--- config.mk ---
export PLATFORM = sky130hd
export DESIGN_NAME = lsu_rv32i
export DESIGN_NICKNAME = d
export VERILOG_FILES = /design/src/rtl/lsu_rv32i_pkg.sv /design/src/rtl/lsu_align_rv32i.sv /design/src/rtl/lsu_rv32i.sv
export SDC_FILE = /design/constraint.sdc
export NUM_CORES = 1
export LEC_CHECK = 0
export CAP_MARGIN = 25
export CORE_MARGIN = 2
export CORE_UTILIZATION = 45
export DETAILED_ROUTE_END_ITERATION = 7
export MAX_ROUTING_LAYER = met4
export PLACE_DENSITY_LB_ADDON = 0.05
export SYNTH_ARGS = -nofsm -noshare
export SYNTH_HDL_FRONTEND = slang
export SYNTH_SLANG_ARGS = --single-unit
--- constraint.sdc ---
create_clock -name clkIn -period 9.6 [get_ports clkIn]
set_input_delay 1.92 -clock clkIn [delete_from_list [all_inputs] [get_ports clkIn]]
set_output_delay 1.92 -clock clkIn [all_outputs]
set_load 0.02 [all_outputs]
--- src/rtl/lsu_rv32i_pkg.sv ---
// ============================================================================
// Module      : lsu_rv32i_pkg
// Description : Shared encodings for the RV32I load/store unit.
// Revision    : 1.0 - initial release
// ============================================================================
`default_nettype none

package lsu_rv32i_pkg;

    // funct3 access-size encodings for LOAD/STORE
    localparam logic [2:0] F3_B  = 3'b000;
    localparam logic [2:0] F3_H  = 3'b001;
    localparam logic [2:0] F3_W  = 3'b010;
    localparam logic [2:0] F3_BU = 3'b100;
    localparam logic [2:0] F3_HU = 3'b101;

    localparam int         STATE_W = 2;
    localparam logic [STATE_W-1:0] ST_IDLE = 2'd0;
    localparam logic [STATE_W-1:0] ST_REQ  = 2'd1;
    localparam logic [STATE_W-1:0] ST_WAIT = 2'd2;
    localparam logic [STATE_W-1:0] ST_DONE = 2'd3;

    // ALU operation types; the effective address is produced by ALU_OP_ADD
    localparam int         ALU_OP_W   = 4;
    localparam logic [ALU_OP_W-1:0] ALU_OP_ADD  = 4'd0;
    localparam logic [ALU_OP_W-1:0] ALU_OP_SUB  = 4'd1;
    localparam logic [ALU_OP_W-1:0] ALU_OP_AND  = 4'd2;
    localparam logic [ALU_OP_W-1:0] ALU_OP_OR   = 4'd3;
    localparam logic [ALU_OP_W-1:0] ALU_OP_XOR  = 4'd4;
    localparam logic [ALU_OP_W-1:0] ALU_OP_SLL  = 4'd5;
    localparam logic [ALU_OP_W-1:0] ALU_OP_SRL  = 4'd6;
    localparam logic [ALU_OP_W-1:0] ALU_OP_SRA  = 4'd7;
    localparam logic [ALU_OP_W-1:0] ALU_OP_SLT  = 4'd8;
    localparam logic [ALU_OP_W-1:0] ALU_OP_SLTU = 4'd9;

endpackage

`default_nettype wire

--- src/rtl/lsu_align_rv32i.sv ---
// ============================================================================
// Module      : lsu_align_rv32i
// Description : Byte-lane steering, load extension and access legality checks.
// Revision    : 1.0 - initial release
// ============================================================================
`default_nettype none

module lsu_align_rv32i
    import lsu_rv32i_pkg::*;
#(
    parameter int INT32W = 32
) (
    input  logic [2:0]        funct3_i,
    input  logic [1:0]        addrLsb_i,
    input  logic              isStore_i,
    input  logic [INT32W-1:0] storeData_i,
    input  logic [INT32W-1:0] rdata_i,
    output logic [3:0]        be_o,
    output logic [INT32W-1:0] wdata_o,
    output logic [INT32W-1:0] loadData_o,
    output logic              misaligned_o,
    output logic              illegal_o
);

    logic [INT32W-1:0] w_lane;

    assign w_lane = rdata_i >> {addrLsb_i, 3'b000};

    always_comb begin
        be_o         = 4'b0000;
        wdata_o      = storeData_i;
        loadData_o   = '0;
        misaligned_o = 1'b0;
        illegal_o    = 1'b0;
        case (funct3_i)
            F3_B, F3_BU: begin
                be_o       = 4'b0001 << addrLsb_i;
                wdata_o    = {(INT32W/8){storeData_i[7:0]}};
                loadData_o = {{(INT32W-8){(funct3_i == F3_B) & w_lane[7]}}, w_lane[7:0]};
            end
            F3_H, F3_HU: begin
                be_o         = 4'b0011 << {addrLsb_i[1], 1'b0};
                wdata_o      = {(INT32W/16){storeData_i[15:0]}};
                loadData_o   = {{(INT32W-16){(funct3_i == F3_H) & w_lane[15]}}, w_lane[15:0]};
                misaligned_o = addrLsb_i[0];
            end
            F3_W: begin
                be_o         = 4'b1111;
                loadData_o   = w_lane;
                misaligned_o = |addrLsb_i;
            end
            default: illegal_o = 1'b1;
        endcase
        // Unsigned variants exist only for loads
        if (isStore_i && funct3_i[2])
            illegal_o = 1'b1;
    end

endmodule

`default_nettype wire

--- src/rtl/lsu_rv32i.sv ---
// ============================================================================
// Module      : lsu_rv32i
// Description : Single-outstanding RV32I load/store unit with a req/gnt/rvalid bus.
// Revision    : 1.0 - initial release
// ============================================================================
`default_nettype none

module lsu_rv32i
    import lsu_rv32i_pkg::*;
#(
    parameter int INT32W = 32
) (
    input  logic              clkIn,
    input  logic              rstIn,
    input  logic              reqValidIn,
    output logic              reqReadyOut,
    input  logic              isStoreIn,
    input  logic [2:0]        funct3In,
    input  logic [INT32W-1:0] addrIn,
    input  logic [INT32W-1:0] storeDataIn,
    output logic              memReqOut,
    output logic              memWeOut,
    output logic [INT32W-1:0] memAddrOut,
    output logic [INT32W-1:0] memWdataOut,
    output logic [3:0]        memBeOut,
    input  logic              memGntIn,
    input  logic              memRvalidIn,
    input  logic [INT32W-1:0] memRdataIn,
    output logic              respValidOut,
    output logic [INT32W-1:0] loadDataOut,
    output logic              excOut
);

    logic [STATE_W-1:0] state_q, state_d;
    logic               isStore_q, isStore_d;
    logic [2:0]         funct3_q, funct3_d;
    logic [INT32W-1:0]  addr_q, addr_d;
    logic [INT32W-1:0]  sdata_q, sdata_d;
    logic [INT32W-1:0]  loadData_q, loadData_d;
    logic               exc_q, exc_d;

    logic               w_idle;
    logic [2:0]         w_funct3;
    logic [1:0]         w_addrLsb;
    logic               w_isStore;
    logic [INT32W-1:0]  w_sdata;
    logic [3:0]         w_be;
    logic [INT32W-1:0]  w_wdata;
    logic [INT32W-1:0]  w_loadData;
    logic               w_misaligned;
    logic               w_illegal;
    logic               w_bad;

    // One aligner serves both the IDLE legality check and the captured access
    assign w_idle    = (state_q == ST_IDLE);
    assign w_funct3  = w_idle ? funct3In         : funct3_q;
    assign w_addrLsb = w_idle ? addrIn[1:0]      : addr_q[1:0];
    assign w_isStore = w_idle ? isStoreIn        : isStore_q;
    assign w_sdata   = w_idle ? storeDataIn      : sdata_q;
    assign w_bad     = w_misaligned | w_illegal;

    lsu_align_rv32i #(
        .INT32W (INT32W)
    ) u_align (
        .funct3_i     (w_funct3),
        .addrLsb_i    (w_addrLsb),
        .isStore_i    (w_isStore),
        .storeData_i  (w_sdata),
        .rdata_i      (memRdataIn),
        .be_o         (w_be),
        .wdata_o      (w_wdata),
        .loadData_o   (w_loadData),
        .misaligned_o (w_misaligned),
        .illegal_o    (w_illegal)
    );

    always_ff @(posedge clkIn or posedge rstIn) begin
        if (rstIn) begin
            state_q    <= ST_IDLE;
            isStore_q  <= 1'b0;
            funct3_q   <= 3'b000;
            addr_q     <= '0;
            sdata_q    <= '0;
            loadData_q <= '0;
            exc_q      <= 1'b0;
        end else begin
            state_q    <= state_d;
            isStore_q  <= isStore_d;
            funct3_q   <= funct3_d;
            addr_q     <= addr_d;
            sdata_q    <= sdata_d;
            loadData_q <= loadData_d;
            exc_q      <= exc_d;
        end
    end

    always_comb begin
        state_d = state_q;
        case (state_q)
            ST_IDLE: if (reqValidIn) state_d = w_bad ? ST_DONE : ST_REQ;
            ST_REQ:  if (memGntIn)   state_d = isStore_q ? ST_DONE : ST_WAIT;
            ST_WAIT: if (memRvalidIn) state_d = ST_DONE;
            default: state_d = ST_IDLE;
        endcase
    end

    always_comb begin
        isStore_d  = isStore_q;
        funct3_d   = funct3_q;
        addr_d     = addr_q;
        sdata_d    = sdata_q;
        loadData_d = loadData_q;
        exc_d      = exc_q;
        if (w_idle && reqValidIn) begin
            isStore_d  = isStoreIn;
            funct3_d   = funct3In;
            addr_d     = addrIn;
            sdata_d    = storeDataIn;
            loadData_d = '0;
            exc_d      = w_bad;
        end else if ((state_q == ST_WAIT) && memRvalidIn) begin
            loadData_d = w_loadData;
        end
    end

    // Bus and response outputs are gated by state so an async reset clears them at once
    always_comb begin
        reqReadyOut  = w_idle;
        memReqOut    = (state_q == ST_REQ);
        memWeOut     = memReqOut & isStore_q;
        memAddrOut   = memReqOut ? {addr_q[INT32W-1:2], 2'b00} : '0;
        memBeOut     = memReqOut ? w_be : 4'b0000;
        memWdataOut  = memWeOut ? w_wdata : '0;
        respValidOut = (state_q == ST_DONE);
        excOut       = respValidOut & exc_q;
        loadDataOut  = respValidOut ? loadData_q : '0;
    end

endmodule

`default_nettype wire

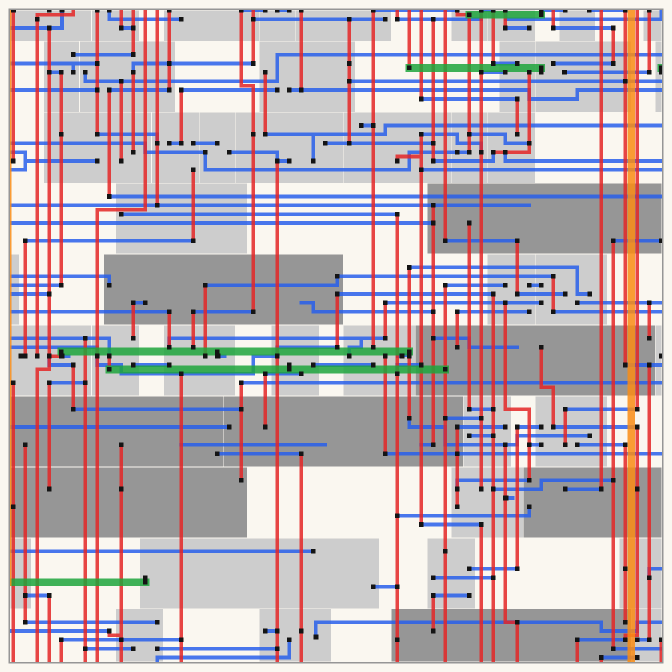
**Above:** close-up of the layout.
Region (76, 17) to (101, 42) um. Cells in gray, sequential cells in the stronger gray; small squares are vias.
[metal 2] red
[metal 4] orange
[metal 1] blue
[metal 3] green
netlist names of flops here include: loadData_q (8)
cells with their middle in the window: 36
most frequent: dfrtp_1 (8), a22oi_1 (6), o21ai_1 (6)
sequential cells in the window: 8

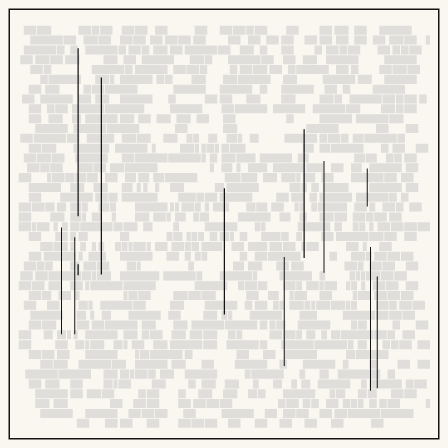
**Above:** signal wires on met4.
Cells faint in the background.
share of all routed wire: 2.2%
longest straight run: 54.2 um
nets with wire on the layer: 10
wire length on this layer: 370 um

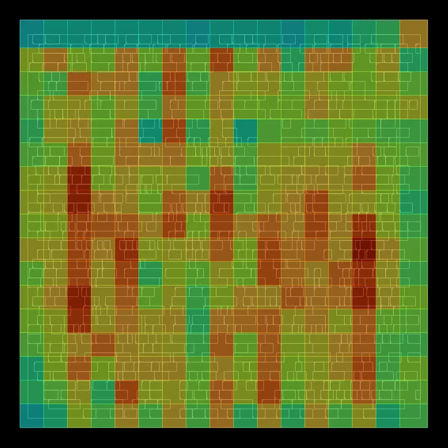
**Above:** routing congestion.
final core utilization: 0.666
met3 GRT Util: 0.0521

==> flow_metrics.py <==
# Synthesis and PnR figures
metrics = {
    "worst_hold_path": {
        "min_path_cells": 2,
        "hold_start": "exc_q",
        "min_to": "exc_q",
        "hold_path.class": "reg2reg",
    },
    "sta": {
        "setup_violations": 0,
        "tightest_slew_ns": 0.969,
        "finalCriticalPeriod_ns": 6.32,
        "timing.fmax_ghz": 0.158,
        "fin_ws_ns": 3.28,
        "timing.slew.headroom": 0.354,
        "finClkSkew_ns": 0.00689,
        "rsz0062_at_grt": "false",
        "setup_tns_ns": 0,
        "slew_viol_final": 0,
        "finalClockPeriodUsage": 0.659,
    },
    "placed_design": {
        "place_ws_ns": 3.25,
        "place_hpwl_um": 12400,
        "postPlaceCellArea_um2": 8080,
        "gp_congestion": 0.906,
        "dp.cells": 900,
        "io_buffers": 207,
    },
    "logic_synthesis": {
        "synth-xor-area-share": 0,
        "top_cells_by_count": "dfrtp_1, mux2_2, and2_1",
        "synthMuxAreaShare": 0.227,
        "yosys-stat-area_um2": 5900,
        "syn_avg_cell_area_um2": 10.7,
        "synthFlopType": "dfrtp_1",
        "synthTopLogicFamily": "multiplexers",
        "synthTopCellsByArea": "dfrtp_1, mux2_2, and2_1",
        "synth_warnings": 0,
        "simple_gate_area_frac": 0.133,
        "edf_count": 0,
        "synth_cells": 553,
        "most_common_cell": "dfrtp_1",
        "synth_flop_count": 103,
        "top_cell_area_share": 0.437,
        "yosysTopAreaCell": "dfrtp_1",
        "postSynthSeqShare": 0.437,
        "ys_cells": 553,
        "adder_share": 0.00849,
    },
    "die": {
        "fp.dieW_um": 118,
        "die_h_um": 118,
        "row_count": 41,
        "ios": 210,
        "tapCellCount": 172,
        "fp_util": 0.464,
        "die_area_um2": 14000,
    },
    "routing": {
        "detail_route.wl_per_cell_um": 18.7,
        "drt.antenna.violating_nets": 0,
        "routed-wl-met3_um": 1120,
        "via_per_inst": 5.50,
        "dr.first_iter.drc_count": 338,
        "met2_length_um": 8320,
        "dr.pass1.iters": 5,
        "drc": 0,
        "routed-via-count": 5053,
        "wirelength_um": 17200,
    },
    "global_routing": {
        "grt_pass1_wl_um": 27400,
        "met2_usage": 0.402,
        "gr-total-overflow": 0,
        "met1_usage": 0.326,
        "grt.busiest_layer": "met2",
        "track_usage": 0.254,
        "first_global_vias": 5190,
        "grt_max_degree": 73,
        "antenna_found_initial": 0,
    },
    "clock_network": {
        "cts_max_level": 3,
        "cts_hold_buf": 0,
        "cts_buffers": 9,
        "root_buffer": "clkbuf_16",
        "cts_setup_buffers": 0,
        "path_clk_slew_ns": 0.07,
        "cts.sinks": 103,
        "tritoncts": "done",
        "cts-resized-gates": 0,
    },
    "cells_and_area": {
        "comb_area_share": 0.367,
        "stdcell_area_um2": 8480,
        "dominant_cells": "multi-input combinational cells",
        "inv_count": 9,
        "logic_area_um2": 3110,
        "logic_gates": 402,
        "buffer_area_frac": 0.260,
        "area_growth_pct": 43.7,
        "seq_cell_count": 103,
        "sh_seq_area": 0.304,
        "regArea_um2": 2580,
        "layout_top_cells": "clkdlybuf4s50_1, dfrtp_1, mux2_2",
        "fin_nets": 851,
        "top_regs": "addr_q (32), loadData_q (32), sdata_q (32)",
        "buffers": 217,
        "final_common_cell": "clkdlybuf4s50_1",
        "fin_cells": 919,
    },
    "critical_path": {
        "r2r_cells": 9,
        "critical-path-max-stage-delay_ns": 0.67,
        "crit_cells": 6,
        "crit_start": "funct3In[1]",
        "path_cells": "clkdlybuf4s50_1 -> nand2_1 -> nand2_1 -> nor2_1 -> a211oi_1 -> clkdlybuf4s50_1",
        "cp_max_fo": 17,
        "cp-end-kind": "primary output",
        "critPathRequiredTime_ns": 7.68,
        "reg2reg_setup_slack_ns": 6.27,
        "timing.rr.end": "loadData_q[29]",
        "crit_path_end": "memWdataOut[21]",
        "worst-path-buf-inv": 2,
        "worstPathArrival_ns": 4.40,
        "crit_type": "in2out",
    },
    "power": {
        "p_total_w": 0.00274,
        "p_sw_w": 0.00112,
        "power.internal_w": 0.00162,
        "clock_power_w": 0.000414,
        "pg_comb_w": 0.00157,
        "clkPwrFrac": 0.151,
        "pg_seq_w": 0.000755,
        "maxPowerGroup": "combinational cells",
        "pwr-share-seq": 0.275,
        "pwr-share-comb": 0.574,
        "leakage_nw": 3.44,
        "p_sw_frac": 0.410,
        "irDropWorstVdd_uv": 156,
    },
    "run_status": {
        "outcome": "finished clean",
    },
    "flow_run": {
        "openroad.warnings": 29,
        "drv_cap": 0,
    },
}
Power and IR drop assume default switching activity.
